[src/rtl/cam_pkg.sv]
`default_nettype none
// ============================================================================
// Module      : cam_pkg
// Description : Shared definitions for the camera capture path. Holds the FSM
//               state encodings of the FIFO frame drain and the default frame
//               geometry and bus widths. The pixel FIFO and the frame buffer
//               use the same geometry and widths.
// Revision    : 1.0 - initial release
// ============================================================================
package cam_pkg;

  // Default frame geometry and bus widths.
  localparam int CAM_H_RES = 160;
  localparam int CAM_V_RES = 120;
  localparam int CAM_DAT_W = 10;
  localparam int CAM_ADR_W = 16;

  // Drain FSM state encodings.
  localparam logic [1:0] S_IDLE = 2'd0;
  localparam logic [1:0] S_RUN  = 2'd1;
  localparam logic [1:0] S_DONE = 2'd2;

  typedef enum logic [1:0] {
    ST_IDLE = S_IDLE,
    ST_RUN  = S_RUN,
    ST_DONE = S_DONE
  } drain_state_e;

  // Counter width able to hold 0..n-1. Never returns 0, so that a one-pixel
  // dimension still gets a legal 1-bit vector.
  function automatic int cnt_w(input int n);
    return (n > 1) ? $clog2(n) : 1;
  endfunction

endpackage
`default_nettype wire

[src/rtl/pix_xy_counter.sv]
`default_nettype none
// ============================================================================
// Module      : pix_xy_counter
// Description : Raster position tracker for one frame. Holds the x and y pixel
//               counters and a linear address counter. The linear address
//               counter advances by one per pixel, so y*H_RES+x is never
//               multiplied out. The block also reports whether the current
//               position is the last column and/or the last line.
// Revision    : 1.0 - initial release
// ----------------------------------------------------------------------------
// Ports
//   clk       in   1      clock
//   rst_n     in   1      asynchronous active-low reset
//   clr_i     in   1      return x, y and address to 0 (takes priority)
//   inc_i     in   1      advance one pixel in raster order
//   addr_o    out  ADR_W  linear address of the current position
//   x_last_o  out  1      current x is H_RES-1
//   y_last_o  out  1      current y is V_RES-1
// ============================================================================
module pix_xy_counter
  import cam_pkg::*;
#(
  parameter int H_RES = CAM_H_RES,
  parameter int V_RES = CAM_V_RES,
  parameter int ADR_W = CAM_ADR_W
) (
  input  logic             clk,
  input  logic             rst_n,
  input  logic             clr_i,
  input  logic             inc_i,
  output logic [ADR_W-1:0] addr_o,
  output logic             x_last_o,
  output logic             y_last_o
);

  localparam int XW = cnt_w(H_RES);
  localparam int YW = cnt_w(V_RES);

  logic [XW-1:0]    x_q, x_d;
  logic [YW-1:0]    y_q, y_d;
  logic [ADR_W-1:0] addr_q, addr_d;

  assign x_last_o = (x_q == XW'(H_RES - 1));
  assign y_last_o = (y_q == YW'(V_RES - 1));
  assign addr_o   = addr_q;

  always_comb begin
    x_d    = x_q;
    y_d    = y_q;
    addr_d = addr_q;
    if (clr_i) begin
      x_d    = '0;
      y_d    = '0;
      addr_d = '0;
    end else if (inc_i) begin
      addr_d = addr_q + 1'b1;
      if (x_last_o) begin
        x_d = '0;
        // y wraps on the last line so the counters are back at the origin
        // after a complete frame.
        y_d = y_last_o ? '0 : y_q + 1'b1;
      end else begin
        x_d = x_q + 1'b1;
      end
    end
  end

  always_ff @(posedge clk or negedge rst_n) begin
    if (!rst_n) begin
      x_q    <= '0;
      y_q    <= '0;
      addr_q <= '0;
    end else begin
      x_q    <= x_d;
      y_q    <= y_d;
      addr_q <= addr_d;
    end
  end

endmodule
`default_nettype wire

[src/rtl/fifo_frame_drain.sv]
`default_nettype none
// ============================================================================
// Module      : fifo_frame_drain
// Description : Read-side consumer of the camera pixel FIFO. A start pulse
//               arms the capture of one frame. The block then pops exactly
//               H_RES*V_RES words from the first-word-fall-through FIFO and
//               writes each word to the linear frame-buffer write port one
//               cycle after its pop. An empty FIFO stalls the frame without
//               any timeout.
// Revision    : 1.0 - initial release
// ----------------------------------------------------------------------------
// Ports
//   Pclk        in   1      pixel clock (single clock domain)
//   rst         in   1      asynchronous active-low reset
//   start       in   1      1-cycle pulse that arms one frame
//   fifo_empty  in   1      FIFO empty flag
//   fifo_data   in   DAT_W  FIFO head word, valid while !fifo_empty
//   fifo_rd     out  1      FIFO pop strobe (combinational)
//   fb_we       out  1      frame-buffer write enable (registered)
//   fb_addr     out  ADR_W  frame-buffer write address (registered, holds)
//   fb_data     out  DAT_W  frame-buffer write data (registered, holds)
//   line_end    out  1      pulse alongside the write of each line's last pixel
//   busy        out  1      frame in progress
//   frame_done  out  1      pulse one cycle after the last write of a frame
//   err         out  1      sticky: start seen while a frame was active
// ============================================================================
module fifo_frame_drain
  import cam_pkg::*;
#(
  parameter int DAT_W = CAM_DAT_W,
  parameter int ADR_W = CAM_ADR_W,
  parameter int H_RES = CAM_H_RES,
  parameter int V_RES = CAM_V_RES
) (
  input  logic             Pclk,
  input  logic             rst,
  input  logic             start,
  input  logic             fifo_empty,
  input  logic [DAT_W-1:0] fifo_data,
  output logic             fifo_rd,
  output logic             fb_we,
  output logic [ADR_W-1:0] fb_addr,
  output logic [DAT_W-1:0] fb_data,
  output logic             line_end,
  output logic             busy,
  output logic             frame_done,
  output logic             err
);

  // A frame must fit inside the frame-buffer address space.
  if (longint'(H_RES) * longint'(V_RES) > (64'd1 << ADR_W)) begin : g_adr_w_check
    $error("fifo_frame_drain: H_RES*V_RES exceeds 2**ADR_W");
  end

  drain_state_e     state_q, state_d;
  logic             cnt_clr;
  logic [ADR_W-1:0] cnt_addr;
  logic             x_last;
  logic             y_last;

  logic             fb_we_q;
  logic [ADR_W-1:0] fb_addr_q;
  logic [DAT_W-1:0] fb_data_q;
  logic             line_end_q;
  logic             frame_done_q;
  logic             err_q;

  pix_xy_counter #(
    .H_RES (H_RES),
    .V_RES (V_RES),
    .ADR_W (ADR_W)
  ) u_pix_xy_counter (
    .clk      (Pclk),
    .rst_n    (rst),
    .clr_i    (cnt_clr),
    .inc_i    (fifo_rd),
    .addr_o   (cnt_addr),
    .x_last_o (x_last),
    .y_last_o (y_last)
  );

  // Next-state logic and the pop strobe.
  always_comb begin
    state_d = state_q;
    cnt_clr = 1'b0;
    fifo_rd = (state_q == ST_RUN) & ~fifo_empty;
    unique case (state_q)
      ST_IDLE: begin
        if (start) begin
          state_d = ST_RUN;
          cnt_clr = 1'b1;
        end
      end
      ST_RUN: begin
        // Leaving RUN on the final pop stops the strobe, so no word past the
        // frame is taken from the FIFO.
        if (fifo_rd && x_last && y_last) begin
          state_d = ST_DONE;
        end
      end
      ST_DONE: begin
        state_d = ST_IDLE;
      end
      default: begin
        state_d = ST_IDLE;
      end
    endcase
  end

  always_ff @(posedge Pclk or negedge rst) begin
    if (!rst) begin
      state_q      <= ST_IDLE;
      fb_we_q      <= 1'b0;
      fb_addr_q    <= '0;
      fb_data_q    <= '0;
      line_end_q   <= 1'b0;
      frame_done_q <= 1'b0;
      err_q        <= 1'b0;
    end else begin
      state_q    <= state_d;
      fb_we_q    <= fifo_rd;
      line_end_q <= fifo_rd & x_last;
      if (fifo_rd) begin
        fb_addr_q <= cnt_addr;
        fb_data_q <= fifo_data;
      end
      // The write of the last pixel lands in the DONE cycle. The pulse is
      // raised one cycle later, after that write has completed.
      frame_done_q <= (state_q == ST_DONE);
      // A start seen in IDLE clears err. A start seen in any other state
      // sets it.
      if (start) begin
        err_q <= (state_q != ST_IDLE);
      end
    end
  end

  assign fb_we      = fb_we_q;
  assign fb_addr    = fb_addr_q;
  assign fb_data    = fb_data_q;
  assign line_end   = line_end_q;
  assign busy       = (state_q == ST_RUN);
  assign frame_done = frame_done_q;
  assign err        = err_q;

endmodule
`default_nettype wire

[config.mk]
export PLATFORM = sky130hd
export DESIGN_NAME = fifo_frame_drain
export DESIGN_NICKNAME = d
export VERILOG_FILES = /design/src/rtl/cam_pkg.sv /design/src/rtl/pix_xy_counter.sv /design/src/rtl/fifo_frame_drain.sv
export SDC_FILE = /design/constraint.sdc
export NUM_CORES = 1
export LEC_CHECK = 0
export ABC_AREA = 1
export CAP_MARGIN = 20
export CORE_MARGIN = 3
export CORE_UTILIZATION = 50
export CTS_BUF_LIST = sky130_fd_sc_hd__clkbuf_4 sky130_fd_sc_hd__clkbuf_8
export DETAILED_ROUTE_END_ITERATION = 7
export GPL_TIMING_DRIVEN = 0
export HOLD_SLACK_MARGIN = 0.03
export PLACE_DENSITY = 0.78
export SETUP_SLACK_MARGIN = 0.4
export SLEW_MARGIN = 20
export SYNTH_ARGS = -nofsm -noshare
export SYNTH_HDL_FRONTEND = slang
export SYNTH_HIERARCHICAL = 1
export SYNTH_SLANG_ARGS = --single-unit
export TNS_END_PERCENT = 50
[constraint.sdc]
create_clock -name Pclk -period 1.75 [get_ports Pclk]
set_clock_uncertainty 0.15 [all_clocks]
set_input_delay 0.525 -clock Pclk [delete_from_list [all_inputs] [get_ports Pclk]]
set_output_delay 0.525 -clock Pclk [all_outputs]
set_load 0.05 [all_outputs]
Run 1, cell density map:
Drawn at 3 px/um. 8 x 8 tiles, from black (low) to pale yellow (high), 0 to 100% covered.
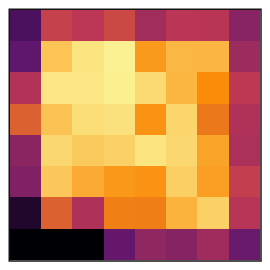
fullest tile	97%
emptiest ninth of the die	bottom left
densest ninth of the die	middle
tiles over 75% full	47%

Run 1, clock routing:
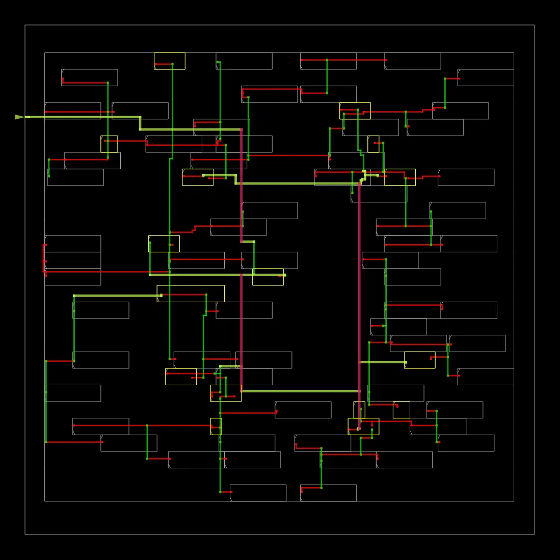
Worst-Skew Late Latency: 350 ps
Seq Cell Count: 63
Clock group: 1300 uW
CTS buffer count: 9

Run 1, zoomed window:
Window x 29 to 54, y 29 to 54 um. Cells in gray, sequential cells in the stronger gray; small squares are vias.
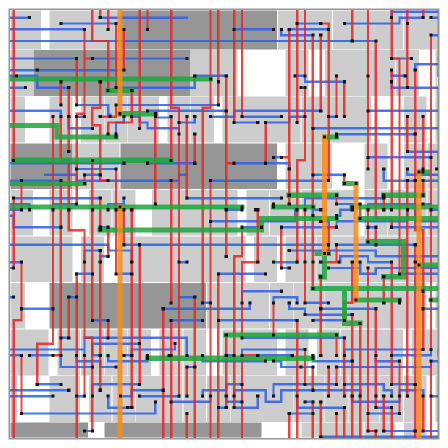
color	layer
green	M3
red	M2
blue	M1
orange	M4
cells with their middle in the window	70
netlist names of flops here include	u_pix_xy_counter/addr_o (3), u_pix_xy_counter/x_q (1)
sequential cells in the window	4
most frequent	nand2_1 (14), nor2_1 (13), inv_1 (7)

==> qor.csv, run 1 <==
stage,metric,value,unit
route,wl_per_cell,15.5,um
pwr,p_per_area,1110,mW/mm2
place,placed_cell_area,0.00359,mm2
critical_path,cp_max_fo,6,
floorplan,taps,72,
floorplan,core_util_floorplan,53.1,%
yosys,synth_warnings,6,
global_routing,grt.busiest_layer,met2,
critical_path,r2r_cells,12,
clock_network,post-cts-setup-buffers,21,
clock_network,tritoncts,yes,
clock_network,cts_buffer_depth,2,
yosys,muxShareOfSynthArea,0,%
route,dr.pass1.iters,6,
cells_and_area,nFillCells,352,
place,io_buffers,45,
cells_and_area,nonClkBufAreaFrac,23.4,%
critical_path,rr_startpoint,state_q[0],
yosys,netlist.top_cell.by_instances,nand2_1,
yosys,yosys.cell_types.count,30,
pwr,p_seq_share,39.8,%
floorplan,die_h,83.4,um
floorplan,dieArea,0.00696,mm2
yosys,synthAoiAreaFrac,5.89,%
route,wl_met1,3.32,mm
yosys,yosysTopAreaCell,dfrtp_1,
pwr,p_comb,1700,uW
floorplan,die_x,83.4,um
sta,setup_slack,-303,ps
route,drt-total-wl,8.46,mm
floorplan,fp.coreArea,0.00564,mm2
run,warnings,29,
critical_path,path_class,primary input to register,
cells_and_area,lay_top_count,nand2_1,
sta,setup_violations,32,
yosys,top_cells_by_count,"nand2_1 (140), dfrtp_1 (63), nor2_1 (35)",
cells_and_area,antenna_cells,0,
global_routing,gr-usage-all-layers,20.9,%
yosys,synth-simple-area-share,32.6,%
pwr,ir_drop,0.000822,V
cells_and_area,final_nets,485,
pwr,internal-power,3160,uW
global_routing,met2_usage,35.6,%
route,drc,0,
cells_and_area,comb_area,0.00144,mm2
run_status,violations,setup timing,
yosys,fp_nets,380,
cells_and_area,comb_cells,257,
floorplan,io_pins,46,
pwr,power,4990,uW
critical_path,critical_path.startpoint_type,primary input,
cells_and_area,buffers,103,
yosys,topCellsByArea,"dfrtp_1 (53%), nand2_1 (18%), nor2_1 (4.4%), inv_1 (3.8%), nand3_1 (3.0%)",
cells_and_area,final-clk-cell-share,4.40,%
global_routing,grt_max_degree,35,
critical_path,startpoint,start,
yosys,edf_count,0,
sta,min_period,2050,ps
pwr,switching_power,1830,uW
pwr,clockPowerShare,26.0,%
floorplan,row_count,27,
sta,fmax,0.487,GHz
run_status,status,"finished, violations left",
global_routing,met1_usage,25.6,%
route,detail-route-antenna-nets,0,
cells_and_area,regArea,0.00158,mm2
clock_network,cts.repair.resized,243,
clock_network,cts_sinks,63,
yosys,synthXorXnorAreaFrac,0.877,%
critical_path,end_kind,register,
worst_hold_path,whs_path_depth,2,
yosys,syn_area,0.00300,mm2
worst_hold_path,worst_hold_path_type,register to register,
run 1: critical path, stage by stage:
cell	delay, ps
clkdlybuf4s50_1	500
nand3_1	150
inv_2	110
buf_8	130
nor2_8	60
nor2_4	180
buf_4	150
a21oi_1	100
a211oi_2	240
run 1: path summary, 6_finish.rpt:
check                                              to  slack, ps
setup / recovery           u_pix_xy_counter/addr_o[4]       -300
hold / removal                            fb_addr[11]        350
setup reg to reg           u_pix_xy_counter/addr_o[4]       -280
hold reg to reg                           fb_addr[11]        350
max in group asynchronous                  fb_addr[4]        520
min in group asynchronous     u_pix_xy_counter/x_q[2]        460
run 1: state kept, by name, indices dropped and copies added (netlist names), 2 cells and up:
register / cells
state_q: 2
fb_addr: 16
u_pix_xy_counter/x_q: 8
u_pix_xy_counter/y_q: 7
fb_data: 10
u_pix_xy_counter/addr_o: 16
==> run 1 -> run 2 <==
SLEW_MARGIN = 25   (was 20)
Run 2, routed clock nets over the placement:
Drawn at 6 px/um.
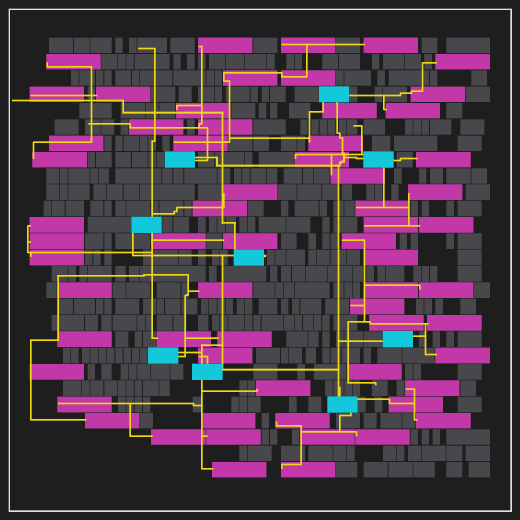
[cyan] clock-net drivers | count: 9
[yellow] clock wires | length: 890 um
[magenta] flip-flops | count: 63
flops lie	spread over the die
routed clock nets	10

Run 2, zoomed window:
Window x 29 to 54, y 29 to 54 um. Cells in gray, sequential cells in the stronger gray; small squares are vias.
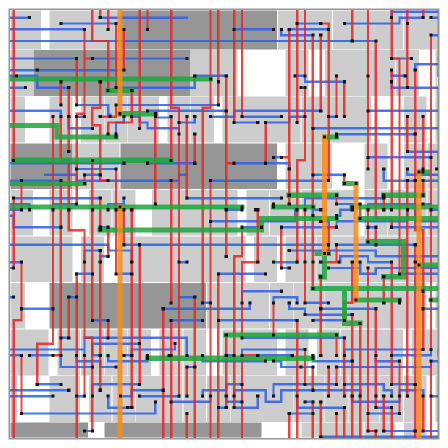
color	layer
red	M2
green	M3
orange	M4
blue	M1
most frequent	nand2_1 (14), nor2_1 (13), inv_1 (7)
netlist names of flops here include	u_pix_xy_counter/addr_o (3), u_pix_xy_counter/x_q (1)
cells with their middle in the window	70
sequential cells in the window	4

==> run 2 against run 1 <==
Against the previous run:
- the run still ends with setup timing left
- global-route usage is the same
- sequential share of layout area is the same
- utilization is the same
- synthesized cell count is the same
- combinational power is essentially flat
- design area is the same
- critical path depth is the same
- via count is the same
- setup slack is the same
- sequential power is essentially flat
- non-clock buffer count is the same
- die area is the same
- largest cell class unchanged
- highest routed layer unchanged
==> qor.csv, run 2 <==
stage,metric,value,unit,change
run_status,status,"finished, violations left",,
run_status,violations,setup timing,,
pwr,clockPowerShare,26.0,%,about the same
yosys,synthAoiAreaFrac,5.89,%,unchanged
critical_path,cp_max_fo,6,,unchanged
route,wl_met1,3.32,mm,unchanged
pwr,p_seq_share,39.8,%,about the same
yosys,topCellsByArea,"dfrtp_1 (53%), nand2_1 (18%), nor2_1 (4.4%), inv_1 (3.8%), nand3_1 (3.0%)",,
floorplan,dieArea,0.00696,mm2,unchanged
critical_path,critical_path.startpoint_type,primary input,,
pwr,power.share.switching,36.7,%,
global_routing,met1_usage,25.6,%,unchanged
clock_network,clk_latency,350,ps,about the same
yosys,synthXorXnorAreaFrac,0.877,%,unchanged
pwr,p_comb,1700,uW,about the same
cells_and_area,nFillCells,352,,unchanged
yosys,synth_warnings,6,,unchanged
route,wl_met2,4.43,mm,
floorplan,die_h,83.4,um,unchanged
yosys,yosysTopAreaCell,dfrtp_1,,
global_routing,met2_usage,35.6,%,unchanged
critical_path,rr_startpoint,state_q[0],,
clock_network,cts_buffers,9,,unchanged
yosys,yosys.cell_types.count,30,,unchanged
clock_network,tritoncts,yes,,
critical_path,max_stage_delay,500,ps,about the same
worst_hold_path,worst_hold_path_type,register to register,,
global_routing,grt_use_met3,6.55,%,
yosys,netlist.top_cell.by_instances,nand2_1,,
critical_path,reg2reg_to,u_pix_xy_counter/addr_o[4],,
clock_network,cts_buffer_depth,2,,unchanged
sta,min_period,2050,ps,unchanged
run,warnings,29,,unchanged
pwr,ir_drop,0.000822,V,unchanged
yosys,edf_count,0,,unchanged
yosys,syn_area,0.00300,mm2,unchanged
critical_path,r2r_cells,12,,unchanged
cells_and_area,antenna_cells,0,,unchanged
pwr,switching_power,1830,uW,unchanged
floorplan,die_x,83.4,um,unchanged
critical_path,worst-path-stages,9,,unchanged
pwr,power,4990,uW,unchanged
critical_path,reg2reg_slack,-280,ps,about the same
floorplan,io_pins,46,,unchanged
route,wl_per_cell,15.5,um,unchanged
critical_path,critPathCapture,u_pix_xy_counter/addr_o[4],,
global_routing,gr-usage-all-layers,20.9,%,unchanged
critical_path,end_kind,register,,
route,dr.pass1.iters,6,,unchanged
route,drt-total-wl,8.46,mm,unchanged
route,vias,2861,,
critical_path,crit_slowest_cell,clkdlybuf4s50_1,,
sta,setup_slack,-303,ps,unchanged
floorplan,row_count,27,,unchanged
yosys,muxShareOfSynthArea,0,%,unchanged
critical_path,cp_top_family,buffers and inverters,,
cells_and_area,lay_top_count,nand2_1,,
yosys,fp_nets,380,,unchanged
yosys,synth-simple-area-share,32.6,%,unchanged
yosys,ys_seq_share,52.6,%,
worst_hold_path,min_to,fb_addr[11],,
sta,setup_violations,32,,unchanged
global_routing,grt.busiest_layer,met2,,
worst_hold_path,whs_path_depth,2,,unchanged
critical_path,path_class,primary input to register,,
pwr,maxPowerGroup,sequential cells,,
pwr,p_per_area,1110,mW/mm2,unchanged
yosys,top_cells_by_count,"nand2_1 (140), dfrtp_1 (63), nor2_1 (35)",,
clock_network,cts_sinks,63,,unchanged
place,placed_cell_area,0.00359,mm2,unchanged
pwr,clock_power,1300,uW,about the same
place,io_buffers,45,,unchanged
floorplan,fp.coreArea,0.00564,mm2,unchanged
route,drc,0,,unchanged
## run 2: cell counts after synthesis
Identical to the previous run, type by type.
## run 2: cell type report
class	instances	area, um2	area share, %
plain buffers	9	125	2.78
clock buffers	12	153	3.40
clock inverters	4	45.0	1.00
inverters	34	139	3.09
multi-input cells	257	1440	32.0
flip-flops and latches	63	1580	35.1
well taps	72	90.1	2.00
repair buffers	94	928	20.7
## run 2: what timing repair did
| item | 4_1_cts | 5_1_grt |
|---|---|---|
| cloned | 1 | 0 |
| hold endpoints to repair | 29 | 0 |
| buffers inserted | 21 | 25 |
| setup endpoints to repair | 85 | 120 |
| hold buffers | 1 | 0 |
| pin swaps | 9 | 26 |
| gates resized | 243 | 68 |
Run 2, clock routing:
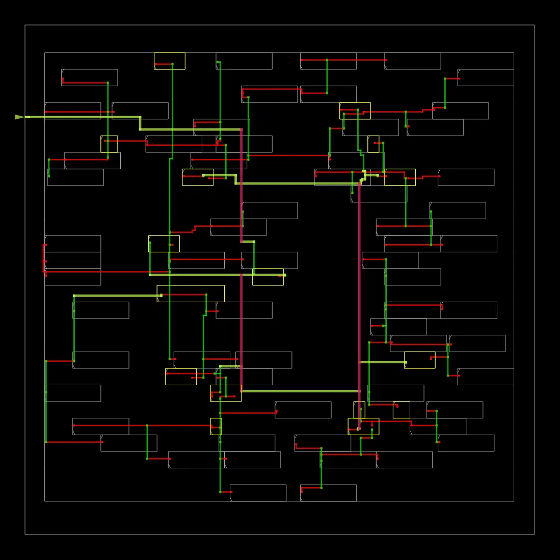

==> run 2 -> run 3 <==
clock period = 1.68 ns   (was 1.75 ns; I/O delays follow)
Run 3, clock routing:
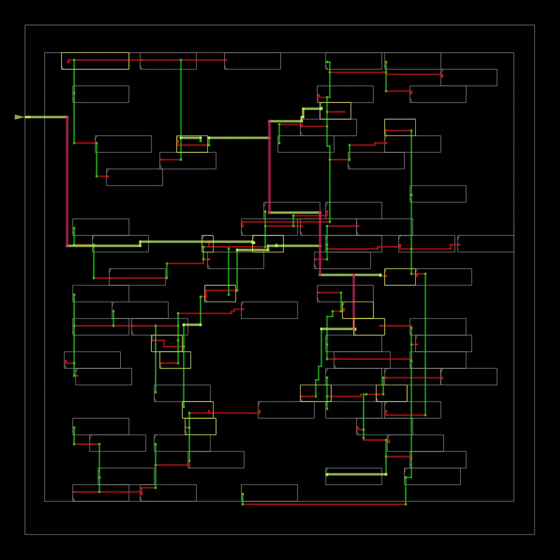
clock sink count: 63
clock buf count: 14
Worst-Skew Late Latency: 340 ps
Clock group: 1480 uW

Run 3, cell density map:
Drawn at 3 px/um. 8 x 8 tiles, from black (low) to pale yellow (high), 0 to 100% covered.
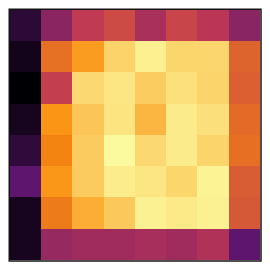
mean over tiles	66%
densest ninth of the die	middle
tiles over 75% full	50%
fullest tile	99%

==> run 3 against run 2 <==
Against the previous run:
- the flow still finishes with violations (setup timing)
- design area up 4.5%
- largest cell class unchanged
- via count increased by 12%
- hold slack better by 6.9 ps
- register-to-register slack got worse by 90 ps
- critical endpoint is now u_pix_xy_counter/addr_o[9]
- sequential share of layout area decreased by 1.5 points
- synthesized cell count did not move
- first-iteration DRC count up 20%
==> qor.csv, run 3 <==
stage,metric,value,unit,change
run_status,status,"finished, violations left",,
run_status,violations,setup timing,,
critical_path,critPathCapture,u_pix_xy_counter/addr_o[9],,
global_routing,met1_usage,30.1,%,+4.5 points
route,drc,0,,unchanged
route,drt-total-wl,10.7,mm,+26%
critical_path,cp_max_fo,6,,unchanged
critical_path,reg2reg_slack,-370,ps,-90 ps
critical_path,max_stage_delay,400,ps,-100 ps
pwr,power,5650,uW,+13%
yosys,top_cells_by_count,"nand2_1 (140), dfrtp_1 (63), nor2_1 (35)",,
critical_path,critical_path.startpoint_type,register,,
floorplan,row_count,27,,unchanged
sta,setup_violations,32,,unchanged
yosys,ys_seq_share,52.6,%,unchanged
cells_and_area,nFillCells,248,,-30%
critical_path,cp_top_family,simple AND/OR/NAND/NOR gates,,
critical_path,end_kind,register,,
cells_and_area,antenna_cells,0,,unchanged
clock_network,cts_buffer_depth,2,,unchanged
worst_hold_path,worst_hold_path_type,register to register,,
sta,setup_slack,-370,ps,-66.7 ps
yosys,synthXorXnorAreaFrac,0.877,%,unchanged
critical_path,reg2reg_to,u_pix_xy_counter/addr_o[9],,
pwr,clockPowerShare,26.2,%,+0.2 points
floorplan,io_pins,46,,unchanged
pwr,p_seq_share,37.5,%,-2.3 points
global_routing,grt_use_met3,4.27,%,-2.3 points
route,vias,3212,,+12%
yosys,yosys.cell_types.count,30,,unchanged
pwr,p_per_area,1200,mW/mm2,+8.5%
sta,min_period,2050,ps,
yosys,synthAoiAreaFrac,5.89,%,unchanged
critical_path,crit_slowest_cell,dfrtp_1,,
yosys,synth-simple-area-share,32.6,%,unchanged
## run 3: cell counts after synthesis
No cell type changed its count.
## run 3: tightest hold or removal path, cell delays in order (launching register included)
cell and delay [ps]:
dfrtp_1 360, nand2_1 60, nand2_1 60
## run 3: repair_timing
item | in CTS | in global routing
setup buffers | 24 | 25
hold buffers | 1 | 0
pin swaps | 16 | 22
gates cloned | 2 | 2
endpoints found under the setup margin | 91 | 138
endpoints found under the hold margin | 17 | 0
resized | 273 | 58
## run 3: layout make-up
cell class              instances  area share, %
plain buffers                   9           2.99
multi-input cells             257           31.5
well taps                      72           1.92
inverters                      34           3.07
clock buffers                  14           4.10
flip-flops and latches         63           33.6
repair buffers                100           22.1
clock inverters                 2          0.746
Power and IR drop assume default switching activity.
